`src/rtl/mul_sequencer_if.sv`:
```
// mul_sequencer_if
//   Groups the request/operand and status/result signals of mul_sequencer.
//   master : drives start, x, y; observes busy, done, hi, lo
//   slave  : the multiplier itself (inverse directions)
//   start  : request a new multiply (accepted in IDLE or DONE)
//   x, y   : signed 32-bit operands, sampled only on the accepting edge
//   busy   : high while the multiply is iterating
//   done   : one-cycle completion pulse
//   hi, lo : upper/lower 32 bits of the last completed 64-bit product
interface mul_sequencer_if;
   logic        start;
   logic [31:0] x;
   logic [31:0] y;
   logic        busy;
   logic        done;
   logic [31:0] hi;
   logic [31:0] lo;

   modport master (output start, x, y, input busy, done, hi, lo);
   modport slave  (input start, x, y, output busy, done, hi, lo);
endinterface

```
`src/rtl/mul_sequencer.sv`:
```
// mul_sequencer
//   Sequential signed 32x32 -> 64 multiplier using radix-4 Booth recoding,
//   one partial product per clock, 16 iterations per multiply.
//   clock : rising-edge clock for all state
//   clear : synchronous active-high reset
//   bus   : mul_sequencer_if.slave (start/x/y in, busy/done/hi/lo out)
//   Timing: accepting edge E0, RUN edges E1..E16 process digits 0..15,
//   done is high in the cycle after E16. Holding start gives one result
//   every 17 cycles.
module mul_sequencer (
   input  logic           clock,
   input  logic           clear,
   mul_sequencer_if.slave bus
);

   typedef enum logic [1:0] {IDLE, RUN, DONE} state_t;

   state_t      state_reg, state_next;
   logic        accept;
   logic [3:0]  count_reg;
   logic [31:0] x_reg, y_reg;
   logic [63:0] acc_reg;
   logic [31:0] hi_reg, lo_reg;
   logic        busy_reg, done_reg;

   // ---------------- Booth digit selection ----------------
   // y extended with the implicit y[-1]=0 below bit 0, so triplet k is
   // y_ext[2k+2:2k] = {y[2k+1], y[2k], y[2k-1]}.
   logic [32:0] y_ext;
   logic [2:0]  triplet [16];
   logic [2:0]  booth_sel;

   assign y_ext = {y_reg, 1'b0};

   generate
      for (genvar gi = 0; gi < 16; gi++) begin : g_triplet
         assign triplet[gi] = y_ext[2*gi+2 -: 3];
      end
   endgenerate

   assign booth_sel = triplet[count_reg];

   // 34 bits hold +-2x for every 32-bit x, including -2 * 0x80000000.
   logic [33:0] x34;
   logic [33:0] pp;
   logic [63:0] pp_ext;
   logic [63:0] acc_sum;

   assign x34 = {{2{x_reg[31]}}, x_reg};

   always_comb begin
      pp = '0;
      case (booth_sel)
         3'b001, 3'b010: pp = x34;
         3'b011:         pp = x34 << 1;
         3'b100:         pp = -(x34 << 1);
         3'b101, 3'b110: pp = -x34;
         default:        pp = '0;
      endcase
   end

   assign pp_ext  = {{30{pp[33]}}, pp};
   assign acc_sum = acc_reg + (pp_ext << {count_reg, 1'b0});

   // ---------------- FSM next state ----------------
   always_comb begin
      state_next = state_reg;
      accept     = 1'b0;
      case (state_reg)
         IDLE: begin
            if (bus.start) begin
               state_next = RUN;
               accept     = 1'b1;
            end
         end
         RUN: begin
            if (count_reg == 4'd15) begin
               state_next = DONE;
            end
         end
         DONE: begin
            if (bus.start) begin
               state_next = RUN;
               accept     = 1'b1;
            end else begin
               state_next = IDLE;
            end
         end
         default: state_next = IDLE;
      endcase
   end

   // ---------------- State and datapath registers ----------------
   always_ff @(posedge clock) begin
      if (clear) begin
         state_reg <= IDLE;
         count_reg <= '0;
         x_reg     <= '0;
         y_reg     <= '0;
         acc_reg   <= '0;
         hi_reg    <= '0;
         lo_reg    <= '0;
         busy_reg  <= 1'b0;
         done_reg  <= 1'b0;
      end else begin
         state_reg <= state_next;
         // Status flags registered from the next state so they line up
         // exactly with the state they describe.
         busy_reg  <= (state_next == RUN);
         done_reg  <= (state_next == DONE);
         if (accept) begin
            x_reg     <= bus.x;
            y_reg     <= bus.y;
            acc_reg   <= '0;
            count_reg <= '0;
         end else if (state_reg == RUN) begin
            acc_reg   <= acc_sum;
            count_reg <= count_reg + 4'd1;  // wraps to 0 after digit 15
            if (count_reg == 4'd15) begin
               hi_reg <= acc_sum[63:32];
               lo_reg <= acc_sum[31:0];
            end
         end
      end
   end

   assign bus.busy = busy_reg;
   assign bus.done = done_reg;
   assign bus.hi   = hi_reg;
   assign bus.lo   = lo_reg;

endmodule

```
`src/flat_wrapper.sv`:
```
// flat-port wrapper written by rule: the top's interface ports become plain ports
module mul_sequencer_flat 
  (clock, clear, bus_start, bus_x, bus_y, bus_busy, bus_done, bus_hi, bus_lo);
  mul_sequencer_if bus_i ();
  input  logic clock;
  input  logic clear;
  input wire logic [$bits(bus_i.start)-1:0] bus_start;
  input wire logic [$bits(bus_i.x)-1:0] bus_x;
  input wire logic [$bits(bus_i.y)-1:0] bus_y;
  output wire logic [$bits(bus_i.busy)-1:0] bus_busy;
  output wire logic [$bits(bus_i.done)-1:0] bus_done;
  output wire logic [$bits(bus_i.hi)-1:0] bus_hi;
  output wire logic [$bits(bus_i.lo)-1:0] bus_lo;
  assign bus_i.start = bus_start;
  assign bus_i.x = bus_x;
  assign bus_i.y = bus_y;
  assign bus_busy = bus_i.busy;
  assign bus_done = bus_i.done;
  assign bus_hi = bus_i.hi;
  assign bus_lo = bus_i.lo;
  mul_sequencer u_core (.clock(clock), .clear(clear), .bus(bus_i));
endmodule
```
`config.mk`:
```
export PLATFORM = sky130hd
export DESIGN_NAME = mul_sequencer_flat
export DESIGN_NICKNAME = d
export VERILOG_FILES = /design/src/rtl/mul_sequencer_if.sv /design/src/rtl/mul_sequencer.sv /design/src/flat_wrapper.sv
export SDC_FILE = /design/constraint.sdc
export NUM_CORES = 1
export LEC_CHECK = 0
export CORE_MARGIN = 5
export CORE_UTILIZATION = 46
export DETAILED_ROUTE_END_ITERATION = 8
export GPL_TIMING_DRIVEN = 0
export PLACE_DENSITY = 0.76
export SETUP_SLACK_MARGIN = 0.4
export SYNTH_ARGS = -nofsm -noshare
export SYNTH_HDL_FRONTEND = slang
export SYNTH_SLANG_ARGS = --single-unit
```
`constraint.sdc`:
```
create_clock -name clock -period 8.6 [get_ports clock]
set_clock_uncertainty 0.2 [all_clocks]
set_input_delay 0.86 -clock clock [delete_from_list [all_inputs] [get_ports clock]]
set_output_delay 0.86 -clock clock [all_outputs]
set_load 0.1 [all_outputs]
```
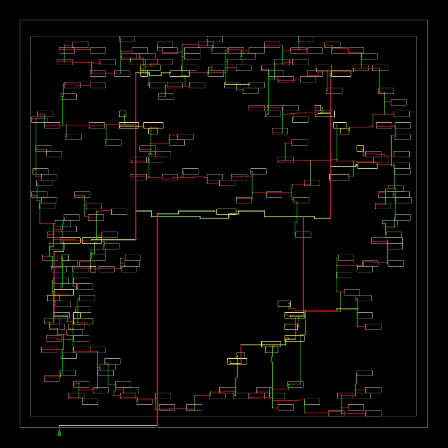
Run 1: clock wiring as the flow saved it
sequential cell count: 200
clock latency at the later pin of the worst-skew pair: 0.48 ns
power attributed to the clock group: 833 µW

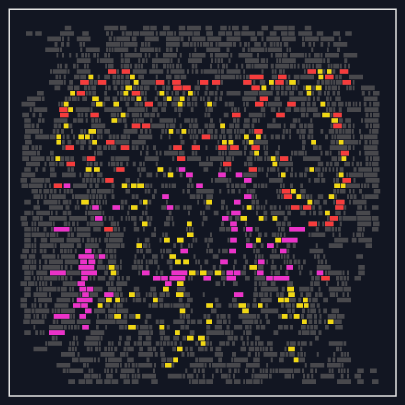
Run 1: selected gate families
Drawn at 2 px/µm.
[non-inverting ao/oa cells] yellow | cells: 134 | most used: a21o_1
[mux cells] magenta | cells: 68 | most used: mux2i_1
[fa/ha/maj cells] red | cells: 66 | most used: ha_1

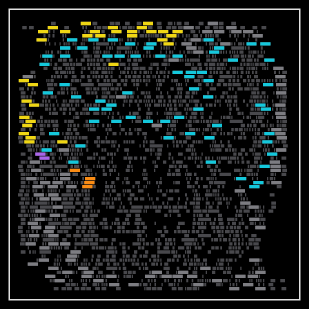
Run 1: register map, names as in the netlist
Drawn at 1.5 px/µm. Other sequential cells in the stronger gray, the rest of the logic in the fainter gray.
[u_core.bus.hi] yellow | sequential cells: 32
[u_core.acc_reg] cyan | sequential cells: 64
[u_core.state_reg] purple | sequential cells: 2
[u_core.count_reg] orange | sequential cells: 4 | where: middle left
not colored: 98

==> impl_metrics.json, run 1 <==
{
  "outcome": "completed",
  "die.size.y_um": 193,
  "synthTopLogicFamily": "AND-OR/OR-AND gates",
  "syn-instance-count": 2089,
  "worstPathBufferInverterCount": 4,
  "r2r_setup_slk_ns": 0.62,
  "max_reg_flops": 64,
  "timing.final.crit_share_pct": 92.8,
  "cts.repair_timing.setup_buffer_count": 0,
  "floorplan.die.width_um": 193,
  "worst_r2r_startpoint": "u_core.count_reg[0]$_SDFFE_PP0N_",
  "count_of_buffers_inserted_at_the_top_level_ports": 131,
  "slowest_delay_ns": 0.92,
  "finalCoreUtilization_pct": 54.6,
  "finish.instance_area_um2": 17900,
  "postSynthRegisterBits": 200,
  "synth-edff-count": 0,
  "core-area_um2": 32700,
  "die_area_um2": 37100,
  "layout-drive-gt1-share_pct": 6.26,
  "grt_first_pass_wirelength_um": 91100,
  "hold_viol": 0,
  "finish.net_count": 2372,
  "post_cts_resized": 3,
  "synth.cellmix.compoundShare_pct": 29.0
}
## run 1: metal layers
| layer | share of wire, % | GRT usage, % | vias to the layer above |
|---|---|---|---|
| li1 | - | - | 7931 |
| met1 | 44 | 44.4 | 8102 |
| met2 | 43 | 47.8 | 898 |
| met3 | 10 | 6.26 | 116 |
| met4 | 3.1 | 10.8 | 0 |
| met5 | 0 | 0 | - |
## run 1: cell type report
type                       instances  share of cell area, %
inverter                          36                  0.756
antenna                            2                 0.0280
timing repair buffer             131                   7.34
tap                              442                   3.10
sequential                       200                   22.4
multi-input combinational       1690                   59.1
clock inverter                    15                  0.973
clock buffer                      17                   2.38
buffer                           163                   3.91
## run 1: power by group
part           internal, µW  switching [µW]  total (µW)  leakage [µW]
sequential              958            25.5         984       0.00162
clock                   394             440         833      0.000285
combinational           331             663         994       0.00493
Run 1, wiring by layer:
Drawn at 2 px/µm.
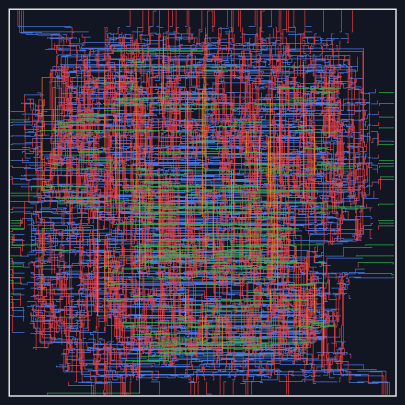

==> inputs of run 2 (changes only) <==
CORE_UTILIZATION = 60   (was 46)
PLACE_DENSITY = 0.92   (was 0.76)
REMOVE_ABC_BUFFERS = 1   (was default)
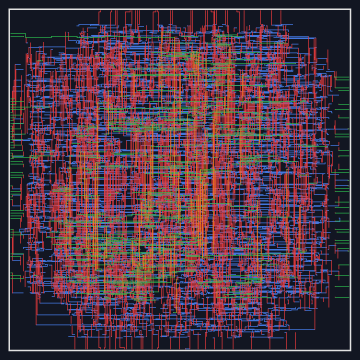
Run 2: wiring by layer
Drawn at 2 px/µm.
[metal 4] orange | wire length: 1930 µm
[metal 1] blue | wire length: 20.0 mm
[metal 3] green | wire length: 4310 µm
[metal 2] red | wire length: 23.1 mm

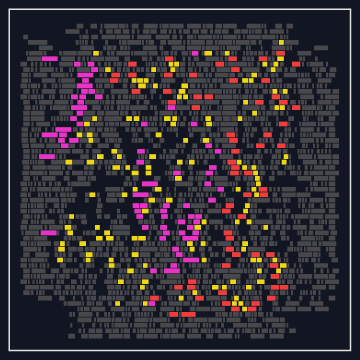
Run 2: selected gate families
Drawn at 2 px/µm.
[non-inverting ao/oa cells] yellow | cells: 134 | most used: a21o_1
[fa/ha/maj cells] red | cells: 66 | most used: ha_1
[mux cells] magenta | cells: 68 | most used: mux2i_1

==> run 2 against run 1 <==
  * Utilization rose by 14 points
  * First-iteration DRC count up 16%
  * Synthesized cell count did not move
  * Critical path depth fell by 2
  * Register-to-register slack lost 0.06 ns
  * Sequential share of layout area rose by 0.68 points
  * Fmax decreased by 0.73%
  * Non-clock buffer count fell by 146
  * Wire length down 17%
  * Sequential power rose by 2%
  * Hold slack lost 0.00097 ns
  * Sequential cell count unchanged
  * Critical endpoint is now u_core.acc_reg[59]$_SDFFE_PP0N_
==> impl_metrics.json, run 2 <==
{
  "clk_latency_ns": 0.46,
  "power_switching_share_pct": 38.2,
  "diodes": 0,
  "non_clock_buffer_count": 148,
  "comb-power_uw": 921,
  "timing.final.crit_share_pct": 93.5,
  "grt_first_pass_wirelength_um": 78000,
  "finish.net_count": 2230,
  "met3_grt_util_pct": 4.60,
  "seq-cell-share_pct": 23.1,
  "met1_layer_usage_reported_by_global_route_pct": 42.9,
  "synth-edff-count": 0,
  "grt-busiest-layer": "met2",
  "die_area_um2": 28900,
  "wl_met3_um": 4310,
  "layout.cells.largest_class": "multi-input combinational cells",
  "syn-instance-count": 2089,
  "finish.instance_area_um2": 17400,
  "count_of_buffers_inserted_at_the_top_level_ports": 132,
  "highest_layer": "met4",
  "post_cts_resized": 4,
  "dominant_power_group": "sequential cells",
  "outcome": "completed",
  "bufAreaShareNonClock_pct": 9.33,
  "sequentialPowerShare_pct": 36.3,
  "postSynthRegisterBits": 200,
  "inv_count": 37,
  "worstPathBufferInverterCount": 1,
  "comb_cells": 1693,
  "fraction_of_area_in_multi_input_gates_pct": 61.0,
  "power.share.combinational_pct": 33.5,
  "grt_use_met2_pct": 54.3,
  "clkbuf_count": 18,
  "layout-drive-gt1-share_pct": 6.73,
  "r2r_setup_slk_ns": 0.56,
  "route.layer.met1.wl_um": 20000
}
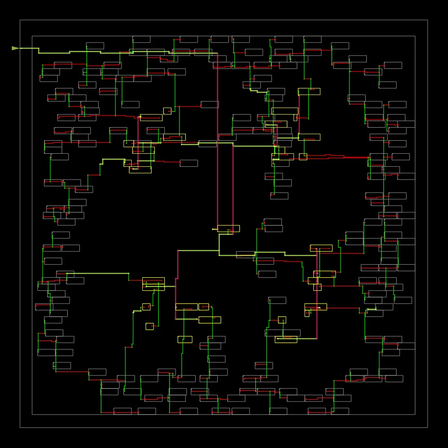
Run 2: clock wiring as the flow saved it
CTS buffer count: 17
power attributed to the clock group: 834 µW

run 2: through the flow:
stage          utilization, %  hold WS, ns
2_1_floorplan               -        0.227
3_3_place_gp             65.1        0.241
3_5_place_dp             66.4        0.245
4_1_cts                  68.8        0.256
5_1_grt                  69.1        0.266
6_report                 69.1        0.254
run 2: kinds of logic after synthesis:
| logic type | Yosys count | share of synthesized area (%) |
|---|---|---|
| AND/OR/NAND/NOR | 792 | 23.6 |
| XOR/XNOR | 82 | 4.85 |
| AND-OR/OR-AND | 682 | 29.0 |
| buffers and inverters | 199 | 5.39 |
| adder cells (fa/ha/maj) | 66 | 5.43 |
| flip-flops | 200 | 26.1 |
| multiplexers | 68 | 5.62 |
Run 2, I/O nets highlighted:
Drawn at 3 px/µm.
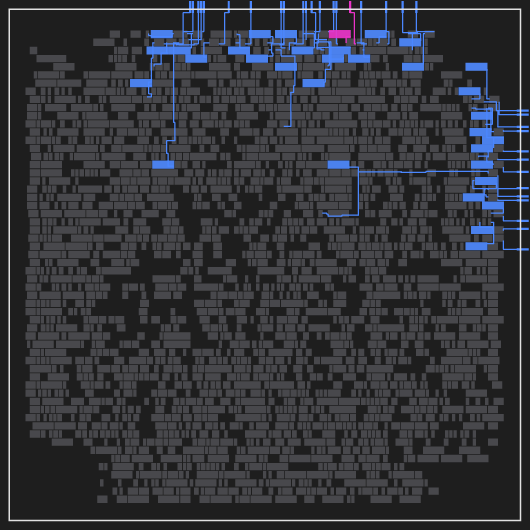

==> inputs of run 3 (changes only) <==
CAP_MARGIN = 20   (was default)
CORE_UTILIZATION = 64   (was 60)
PLACE_DENSITY = 0.95   (was 0.92)
clock period = 10.2 ns   (was 8.6 ns; I/O delays follow)
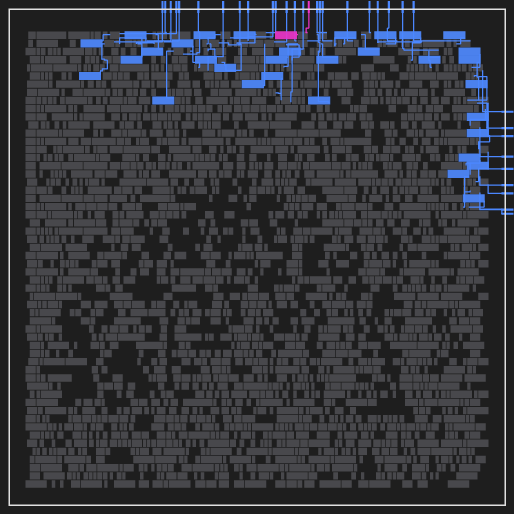
Run 3: I/O nets highlighted
Drawn at 3 px/µm.
[bus_done] magenta | bits: 1 | direction: output | end cells: 1 | buffers: 1 | wire: 9.80 µm
[bus_hi] blue | bits: 32 | direction: output | end cells: 32 | buffers: 32 | wire: 905 µm

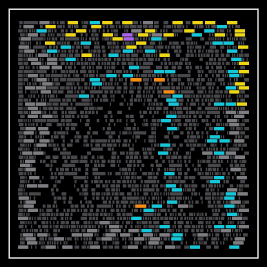
Run 3: register map, names as in the netlist
Drawn at 1.5 px/µm. Other sequential cells in the stronger gray, the rest of the logic in the fainter gray.
[u_core.bus.hi] yellow | sequential cells: 32 | where: a band across the top
[u_core.count_reg] orange | sequential cells: 4
[u_core.acc_reg] cyan | sequential cells: 64
[u_core.state_reg] purple | sequential cells: 2

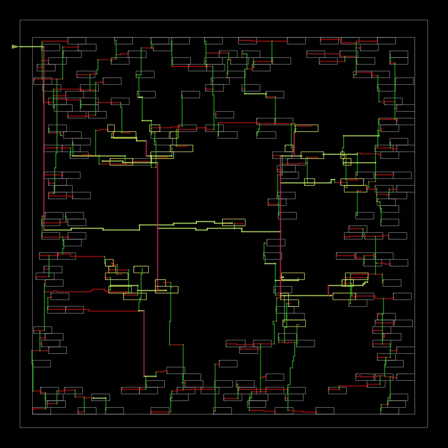
Run 3: clock wiring as the flow saved it
power attributed to the clock group: 682 µW
Sinks on Clock Net: 200

==> run 3 against run 2 <==
  * Highest routed layer unchanged
  * Hold slack improved by 0.0018 ns
  * Clock-buffer cell count up 1
  * Non-clock buffer count is the same
  * Critical path type unchanged
  * Sequential cell count stayed put
  * First-iteration DRC count is 6.7% lower
  * Cell count is 0.61% lower
  * Design area fell by 0.55%
  * Clock power shrank 18%
==> impl_metrics.json, run 3 <==
{
  "outcome": "completed",
  "comb_cells": 1690,
  "grt_first_pass_wirelength_um": 79500,
  "finalCoreUtilization_pct": 73.4,
  "clk_latency_ns": 0.46,
  "worstPathBufferInverterCount": 2,
  "r2r_setup_slk_ns": 1.48,
  "synthArstFlopShare_pct": 0,
  "top_level_ports": 133,
  "number_of_global_route_vias_before_repair": 15300,
  "timing.final.crit_share_pct": 85.5,
  "dp.cells": 2393,
  "comb-power_uw": 780,
  "cts-buffers-inserted": 17,
  "tns_ns": 0,
  "count_of_buffers_inserted_at_the_top_level_ports": 132,
  "yosys-top-cells-area": "dfxtp_1 (26%), nand2_1 (9.7%), a21oi_1 (8.7%)",
  "clockBufferDepth": 2,
  "postSynthRegisterBits": 200,
  "power_switching_share_pct": 38.7,
  "bufAreaShareNonClock_pct": 9.44,
  "power_per_cell_area_nw_per_um2": 133,
  "finish.net_count": 2226,
  "synth-edff-count": 0,
  "synth-cells-yosys": 2089,
  "sequentialPowerShare_pct": 36.5,
  "syn-instance-count": 2089,
  "post_cts_resized": 0,
  "timing.hold.worst_path_depth": 2,
  "hpwl_um": 37900,
  "layout-drive-gt1-share_pct": 6.32,
  "clkbuf_count": 19,
  "layout.cells.largest_class": "multi-input combinational cells",
  "number_of_logic_stages_on_the_critical_path_including_buffering": 22,
  "dominant_power_group": "sequential cells",
  "cts.repair_timing.setup_buffer_count": 0,
  "netlist.top_cell.by_instances": "nand2_1",
  "finish.instance_area_um2": 17300,
  "inv_count": 36,
  "die_area_um2": 27200,
  "grt_usage_pct": 36.0,
  "diodes": 0,
  "cts_root_buf": "clkbuf_16",
  "power.share.combinational_pct": 33.9,
  "fraction_of_area_in_multi_input_gates_pct": 61.0,
  "non_clock_buffer_count": 148,
  "seq-cell-share_pct": 23.2,
  "power.ir.vdd_worst_mv": 0.0805,
  "timing.rr.end": "u_core.acc_reg[59]$_SDFFE_PP0N_"
}
-- run 3: cell counts after synthesis --
No cell type changed its count.
-- run 3: cells by family after synthesis --
| logic type | synth area share (%) |
|---|---|
| simple gates | 23.6 |
| compound gates | 29.0 |
| flops | 26.1 |
| buf+inv | 5.39 |
| xor+xnor | 4.85 |
| mux | 5.62 |
| fa+ha+maj | 5.43 |
-- run 3: layer usage --
metal / global-route usage, % / part of all wire (%) / up-vias
met5: 0 / 0 / -
met4: 14.7 / 4.0 / 0
met3: 5.74 / 8.3 / 167
met2: 60.9 / 47 / 873
met1: 45.8 / 41 / 7748
li1: - / - / 7629
Power figures rest on the tool's default switching activity, not on a simulated workload.
